--- src/rtl/hazard_pkg.sv ---
// Shared types and constants for the pipeline hazard/stall controller.
// The control vector bundles every pipeline-register control into one assignable value.
package hazard_pkg;

    localparam int DEFAULT_REG_BITS = 4;

    typedef enum logic [0:0] {
        ST_RUN  = 1'b0,
        ST_BUSY = 1'b1
    } state_e;

    typedef struct packed {
        logic pc_write;
        logic ifid_write;
        logic idex_write;
        logic idex_bubble;
        logic exmem_bubble;
        logic ifid_flush;
        logic idex_flush;
        logic busy;
    } ctrl_t;

    localparam ctrl_t CTRL_DEFAULT = '{
        pc_write: 1'b1, ifid_write: 1'b1, idex_write: 1'b1,
        idex_bubble: 1'b0, exmem_bubble: 1'b0,
        ifid_flush: 1'b0, idex_flush: 1'b0, busy: 1'b0
    };

    // Mul/div holds EX: freeze the front end and feed bubbles into MEM.
    localparam ctrl_t CTRL_HOLD = '{
        pc_write: 1'b0, ifid_write: 1'b0, idex_write: 1'b0,
        idex_bubble: 1'b0, exmem_bubble: 1'b1,
        ifid_flush: 1'b0, idex_flush: 1'b0, busy: 1'b1
    };

    localparam ctrl_t CTRL_FLUSH = '{
        pc_write: 1'b1, ifid_write: 1'b1, idex_write: 1'b1,
        idex_bubble: 1'b0, exmem_bubble: 1'b0,
        ifid_flush: 1'b1, idex_flush: 1'b1, busy: 1'b0
    };

    localparam ctrl_t CTRL_LOAD_STALL = '{
        pc_write: 1'b0, ifid_write: 1'b0, idex_write: 1'b1,
        idex_bubble: 1'b1, exmem_bubble: 1'b0,
        ifid_flush: 1'b0, idex_flush: 1'b0, busy: 1'b0
    };

endpackage

--- src/rtl/hazard_stall_ctrl_load_use_detect.sv ---
// Combinational load-use comparator: the IF/ID consumer reads the register
// that the load currently in ID/EX has not yet produced.
module load_use_detect
    import hazard_pkg::*;
#(
    parameter int REG_BITS        = DEFAULT_REG_BITS,
    parameter int ZERO_REG_IGNORE = 0
) (
    input  logic [REG_BITS-1:0] rs1,
    input  logic [REG_BITS-1:0] rs2,
    input  logic                use_rs1,
    input  logic                use_rs2,
    input  logic [REG_BITS-1:0] rd_load,
    input  logic                mem_read,
    input  logic                reg_write,
    output logic                load_use
);

    logic rs1_hit;
    logic rs2_hit;
    logic zero_dest;

    assign rs1_hit   = use_rs1 && (rs1 == rd_load);
    assign rs2_hit   = use_rs2 && (rs2 == rd_load);
    // With a hard-wired zero register a load "to r0" produces nothing to wait for.
    assign zero_dest = (ZERO_REG_IGNORE != 0) && (rd_load == '0);
    assign load_use  = mem_read && reg_write && (rs1_hit || rs2_hit) && !zero_dest;

endmodule

--- src/rtl/hazard_stall_ctrl.sv ---
// Hazard controller for the 5-stage pipeline: branch flush, mul/div EX
// occupancy, load-use stall and a saturating stall-cycle statistic.
module hazard_stall_ctrl
    import hazard_pkg::*;
#(
    parameter int REG_BITS        = DEFAULT_REG_BITS,
    parameter int MULDIV_LATENCY  = 4,
    parameter int ZERO_REG_IGNORE = 0,
    parameter int STALL_CNT_BITS  = 16
) (
    input  logic                      clk,
    input  logic                      rst,
    input  logic [REG_BITS-1:0]       r1IFID,
    input  logic [REG_BITS-1:0]       r2IFID,
    input  logic                      useR1IFID,
    input  logic                      useR2IFID,
    input  logic [REG_BITS-1:0]       r12IDEX,
    input  logic                      memReadIDEX,
    input  logic                      regWriteIDEX,
    input  logic                      mulDivEX,
    input  logic                      branchTakenEX,
    output logic                      pcWrite,
    output logic                      ifidWrite,
    output logic                      idexWrite,
    output logic                      idexBubble,
    output logic                      exmemBubble,
    output logic                      ifidFlush,
    output logic                      idexFlush,
    output logic                      busy,
    output logic [STALL_CNT_BITS-1:0] stallCycles
);

    localparam int CNT_W = (MULDIV_LATENCY > 2) ? $clog2(MULDIV_LATENCY) : 1;
    localparam int CNT_LOAD_INT = (MULDIV_LATENCY > 1) ? MULDIV_LATENCY - 2 : 0;
    localparam logic [CNT_W-1:0] CNT_LOAD = CNT_W'(CNT_LOAD_INT);
    localparam bit MULDIV_STALLS = (MULDIV_LATENCY > 1);

    logic [0:0]                state_q;
    logic [0:0]                state_d;
    logic [CNT_W-1:0]          cnt_q;
    logic [CNT_W-1:0]          cnt_d;
    logic [STALL_CNT_BITS-1:0] stall_cnt_q;
    logic [STALL_CNT_BITS-1:0] stall_cnt_d;
    logic                      load_use;
    ctrl_t                     ctrl;

    load_use_detect #(
        .REG_BITS       (REG_BITS),
        .ZERO_REG_IGNORE(ZERO_REG_IGNORE)
    ) u_load_use_detect (
        .rs1      (r1IFID),
        .rs2      (r2IFID),
        .use_rs1  (useR1IFID),
        .use_rs2  (useR2IFID),
        .rd_load  (r12IDEX),
        .mem_read (memReadIDEX),
        .reg_write(regWriteIDEX),
        .load_use (load_use)
    );

    always_comb begin
        // NOTE: every variable gets a default before any branch so no path leaves it unassigned (no latch).
        ctrl        = CTRL_DEFAULT;
        state_d     = state_q;
        cnt_d       = cnt_q;
        stall_cnt_d = stall_cnt_q;

        if (!rst) begin
            case (state_q)
                ST_BUSY: begin
                    if (cnt_q != '0) begin
                        ctrl  = CTRL_HOLD;
                        cnt_d = cnt_q - 1'b1;
                    end else begin
                        // Release cycle: the mul/div moves on to MEM, so a new mulDivEX is not acted on yet.
                        state_d = ST_RUN;
                        if (branchTakenEX) begin
                            ctrl = CTRL_FLUSH;
                        end else if (load_use) begin
                            ctrl = CTRL_LOAD_STALL;
                        end
                    end
                end
                default: begin
                    if (branchTakenEX) begin
                        ctrl = CTRL_FLUSH;
                    end else if (MULDIV_STALLS && mulDivEX) begin
                        ctrl    = CTRL_HOLD;
                        cnt_d   = CNT_LOAD;
                        state_d = ST_BUSY;
                    end else if (load_use) begin
                        ctrl = CTRL_LOAD_STALL;
                    end
                end
            endcase

            if (!ctrl.pc_write && (stall_cnt_q != '1)) begin
                stall_cnt_d = stall_cnt_q + 1'b1;
            end
        end
    end

    always_ff @(posedge clk) begin
        // NOTE: non-blocking assignments so every flop samples pre-edge values regardless of statement order.
        if (rst) begin
            state_q     <= ST_RUN;
            cnt_q       <= '0;
            stall_cnt_q <= '0;
        end else begin
            state_q     <= state_d;
            cnt_q       <= cnt_d;
            stall_cnt_q <= stall_cnt_d;
        end
    end

    assign pcWrite     = ctrl.pc_write;
    assign ifidWrite   = ctrl.ifid_write;
    assign idexWrite   = ctrl.idex_write;
    assign idexBubble  = ctrl.idex_bubble;
    assign exmemBubble = ctrl.exmem_bubble;
    assign ifidFlush   = ctrl.ifid_flush;
    assign idexFlush   = ctrl.idex_flush;
    assign busy        = ctrl.busy;
    assign stallCycles = stall_cnt_q;

endmodule

--- config.mk ---
export PLATFORM = sky130hd
export DESIGN_NAME = hazard_stall_ctrl
export DESIGN_NICKNAME = d
export VERILOG_FILES = /design/src/rtl/hazard_pkg.sv /design/src/rtl/hazard_stall_ctrl_load_use_detect.sv /design/src/rtl/hazard_stall_ctrl.sv
export SDC_FILE = /design/constraint.sdc
export NUM_CORES = 1
export LEC_CHECK = 0
export ABC_AREA = 1
export CORE_UTILIZATION = 40
export CTS_BUF_LIST = sky130_fd_sc_hd__clkbuf_4 sky130_fd_sc_hd__clkbuf_8 sky130_fd_sc_hd__clkbuf_16
export DETAILED_ROUTE_END_ITERATION = 10
export GPL_TIMING_DRIVEN = 1
export PLACE_DENSITY = 0.71
export SLEW_MARGIN = 10
export SYNTH_ARGS = -nofsm -noshare
export SYNTH_HDL_FRONTEND = slang
export SYNTH_SLANG_ARGS = --single-unit
export TNS_END_PERCENT = 50
--- constraint.sdc ---
create_clock -name clk -period 3.8 [get_ports clk]
set_input_delay 0.95 -clock clk [delete_from_list [all_inputs] [get_ports clk]]
set_output_delay 0.95 -clock clk [all_outputs]
set_load 0.02 [all_outputs]
### M2 wires

(6 px per um)
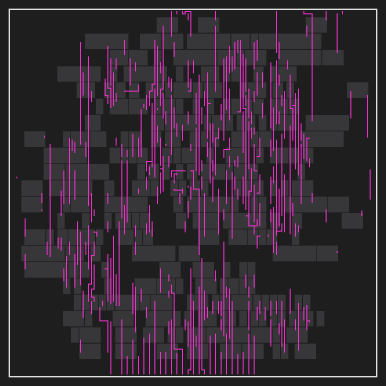
share of all routed wire: 46%
longest straight run: 24.8 um
wire length on this layer: 1420 um
main direction: vertical
wirelength, routed: 3090 um
DR vias: 1368
M2 GR Usage: 28.6%

### Ports around the boundary

(4 px per um) Pins as bars across the die edge, other pins in grey.
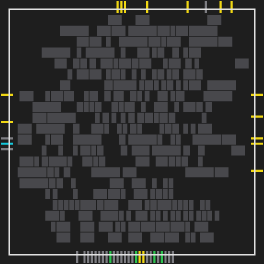
| port | colour | pins | direction | edge |
|---|---|---|---|---|
| stallCycles | yellow | 16 | output | 7 north, 5 east, 2 south, 2 west |
| r12IDEX | green | 4 | input | south |
| pcWrite | cyan | 1 | output | west |
all pins by edge: 26 south, 8 north, 5 west, 5 east
die height: 61.0 um
chip width: 61.0 um
PortBufs: 43

==> results.py <==
# Auto-generated metrics
metrics = {
    "grt": {
        "use_met1_pct": 26.0,
        "use_met3_pct": 4.90,
        "grt_max_degree": 19,
        "grt_pass1_vias": 1188,
        "top_usage_layer": "met2",
        "grt_pass1_wl_um": 5220,
        "grt_overflow": 0,
        "grt_util_all_layers_pct": 18.5,
    },
    "timing": {
        "hold_ws_ps": 523,
        "setup_slack_ps": 209,
        "setup-tns-final_ps": 0,
        "setup_violations": 0,
        "clock-skew-final_ps": 8.43,
        "drv_slew": 0,
        "fin_crit_sh_pct": 94.5,
        "hold_viol": 0,
        "max_slew_margin_pct": 50.9,
        "period_needed_ps": 3590,
    },
    "synthesis": {
        "yosys_cells": 209,
        "syn_inst": 209,
        "top_cell": "nand2_1",
        "async_flop_share_pct": 0,
        "synth.comb.largest_family": "simple AND/OR/NAND/NOR gates",
        "ys_sh_xor_pct": 8.18,
        "edf_count": 0,
        "top_cells_by_count": "54 x nand2_1, 26 x nand3_1, 22 x inv_1, 20 x nor2_1, 19 x dfxtp_1",
        "yosys_area_sq_mm": 0.00139,
        "floorplan.nets": 231,
        "ys_sh_adder_pct": 1.80,
        "ys_seq_share_pct": 27.3,
        "ff_type": "dfxtp_1",
        "synth_cell_types": 28,
        "yosys_warnings": 0,
        "area_leaders": "dfxtp_1 27%, nand2_1 15%, nand3_1 9.4%, a21oi_2 6.3%, inv_1 5.9%",
        "simple_gate_share_pct": 39.6,
        "yosys.area.top_type_share_pct": 27.3,
        "muxShareOfSynthArea_pct": 0,
        "synth-seq-cells": 19,
        "synthAoiAreaFrac_pct": 10.3,
        "synth_area_sq_mm": 0.00139,
        "syn_avg_cell_area_sq_um": 6.66,
    },
    "setup_path": {
        "cp_slowest_cell": "clkdlybuf4s50_1",
        "worst_ep_arrival_time_ps": 2640,
        "path_class": "in2out",
        "regToRegStartpoint": "stallCycles[0]$_SDFFE_PP0P_",
        "rr_endpoint": "stallCycles[4]$_SDFFE_PP0P_",
        "crit_path_max_fanout": 3,
        "cp_slowest_stage_delay_ps": 610,
        "worst-path-stages": 10,
        "crit_path_end_kind": "primary output",
        "worst_ep_required_time_ps": 2850,
        "crit_end": "ifidWrite",
        "crit_chain": "clkdlybuf4s50_1 -> nor2_1 -> nor2_1 -> nor2_1 -> nand3_1 -> nand2_1 -> nand2_1 -> nand2_4 -> nand2_1 -> clkdlybuf4s50_1",
        "critPathTopFamily": "buffers and inverters",
        "r2r_cells": 8,
        "startpoint_type": "input port",
    },
    "cts": {
        "ctsHoldBuffers": 0,
        "htree_levels": 1,
        "clk_transition_reported_paths_ps": 110,
        "clockBufferDepth": 2,
        "cts.sinks": 19,
        "cts_buffers": 3,
    },
    "place": {
        "placed_area_sq_mm": 0.00182,
        "dp_cells": 291,
        "dpl.hpwl_um": 2390,
        "dpl_worst_slack_ps": 113,
        "globalplace.congestion": 0.887,
    },
    "power_and_ir_drop": {
        "p_leak_uw": 0.000708,
        "combPwrFrac_pct": 20.2,
        "p_int_uw": 290,
        "switching_power_uw": 107,
        "finalPower_uw": 397,
        "swShare_pct": 27.0,
        "power.share.clock_pct": 28.2,
        "p_per_area_mw_per_mm2": 215,
        "power_frac_seq_pct": 51.6,
    },
    "layout": {
        "area_growth_pct": 32.9,
        "diodes": 0,
        "layout_top_cells": "54 x nand2_1, 42 x clkdlybuf4s50_1, 26 x nand3_1, 22 x inv_1, 20 x nor2_1",
        "fillers": 322,
        "finalNonFillerCells": 295,
        "fin_area_sq_mm": 0.00185,
        "lay_top_count": "nand2_1",
        "logic_area_sq_um": 832,
        "final_util_pct": 55.4,
        "final-seq-area_sq_um": 380,
    },
    "die": {
        "core_area_sq_mm": 0.00334,
        "fp_util_pct": 41.7,
        "num_rows": 21,
        "ioPinCount": 44,
        "die_area_sq_mm": 0.00372,
    },
    "routing": {
        "drc": 0,
        "wl_met2_um": 1420,
        "antenna_left": 0,
        "wl_per_cell_um": 10.5,
        "dr.max_layer_used": "met4",
        "vias_per_cell": 4.64,
        "routed-wl-met3_um": 136,
        "met1Wirelength_um": 1520,
    },
    "hold_path": {
        "hold_path_depth": 2,
        "hold_path.class": "reg2reg",
    },
    "flow_run": {
        "warning_count": 26,
        "maxCapViolations": 0,
    },
    "status": {
        "status": "finished, final reports clean",
    },
}
### Clock nets

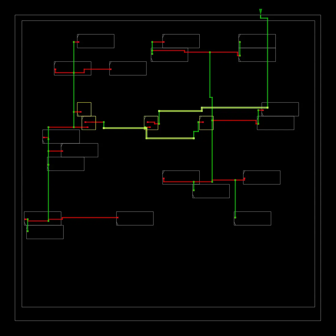
Latency at later pin: 300 ps
seq_cells: 19

==> registers in the layout, indices dropped and copies added (netlist names) <==
name,cells
stallCycles,16
cnt_q,2
state_q,1
==> power by group through the flow <==
| stage | clock (uW) | combinational, uW | sequential (uW) |
|---|---|---|---|
| floorplan | 0 | 44.6 | 211 |
| global placement | 0 | 80.3 | 209 |
| detailed placement | 0 | 80.7 | 209 |
| CTS | 116 | 80.9 | 205 |
| global route | 127 | 88.8 | 205 |
| finish | 112 | 80.2 | 205 |
==> cell type report <==
cell class | instances | share of cell area (%)
Multi-Input combinational cell | 154 | 45.0
Tap cell | 46 | 3.11
Sequential cell | 19 | 20.6
Timing Repair Buffer | 45 | 24.2
Inverter | 27 | 5.48
Clock buffer | 4 | 1.62
==> how the worst min path moves through the flow <==
stage,end,from,slack (ps)
after floorplan,cnt_q[0]$_SDFFE_PP0P_,cnt_q[0]$_SDFFE_PP0P_,500
after global placement,stallCycles[14]$_SDFFE_PP0P_,stallCycles[14]$_SDFFE_PP0P_,500
after detailed placement,stallCycles[1]$_SDFFE_PP0P_,stallCycles[1]$_SDFFE_PP0P_,510
after CTS,stallCycles[1]$_SDFFE_PP0P_,stallCycles[1]$_SDFFE_PP0P_,530
after global routing,stallCycles[8]$_SDFFE_PP0P_,stallCycles[8]$_SDFFE_PP0P_,540
final,stallCycles[8]$_SDFFE_PP0P_,stallCycles[8]$_SDFFE_PP0P_,520
==> cell families (layout without fill, tap and decap cells) <==
group	Yosys count	in the layout
buffers and inverters	36	76
xor gates and xnor gates	13	13
AOI/OAI and AO/OA	21	21
adders and majority gates	2	2
DFF	19	19
and+or+nand+nor	118	118
==> what timing repair did <==
| action | CTS | global route |
|---|---|---|
| setup buffers | 0 | 0 |
| resized | 0 | 1 |
| setup endpoints to repair | 0 | 1 |
No activity file was given, so power comes from the tool's default toggle rates.
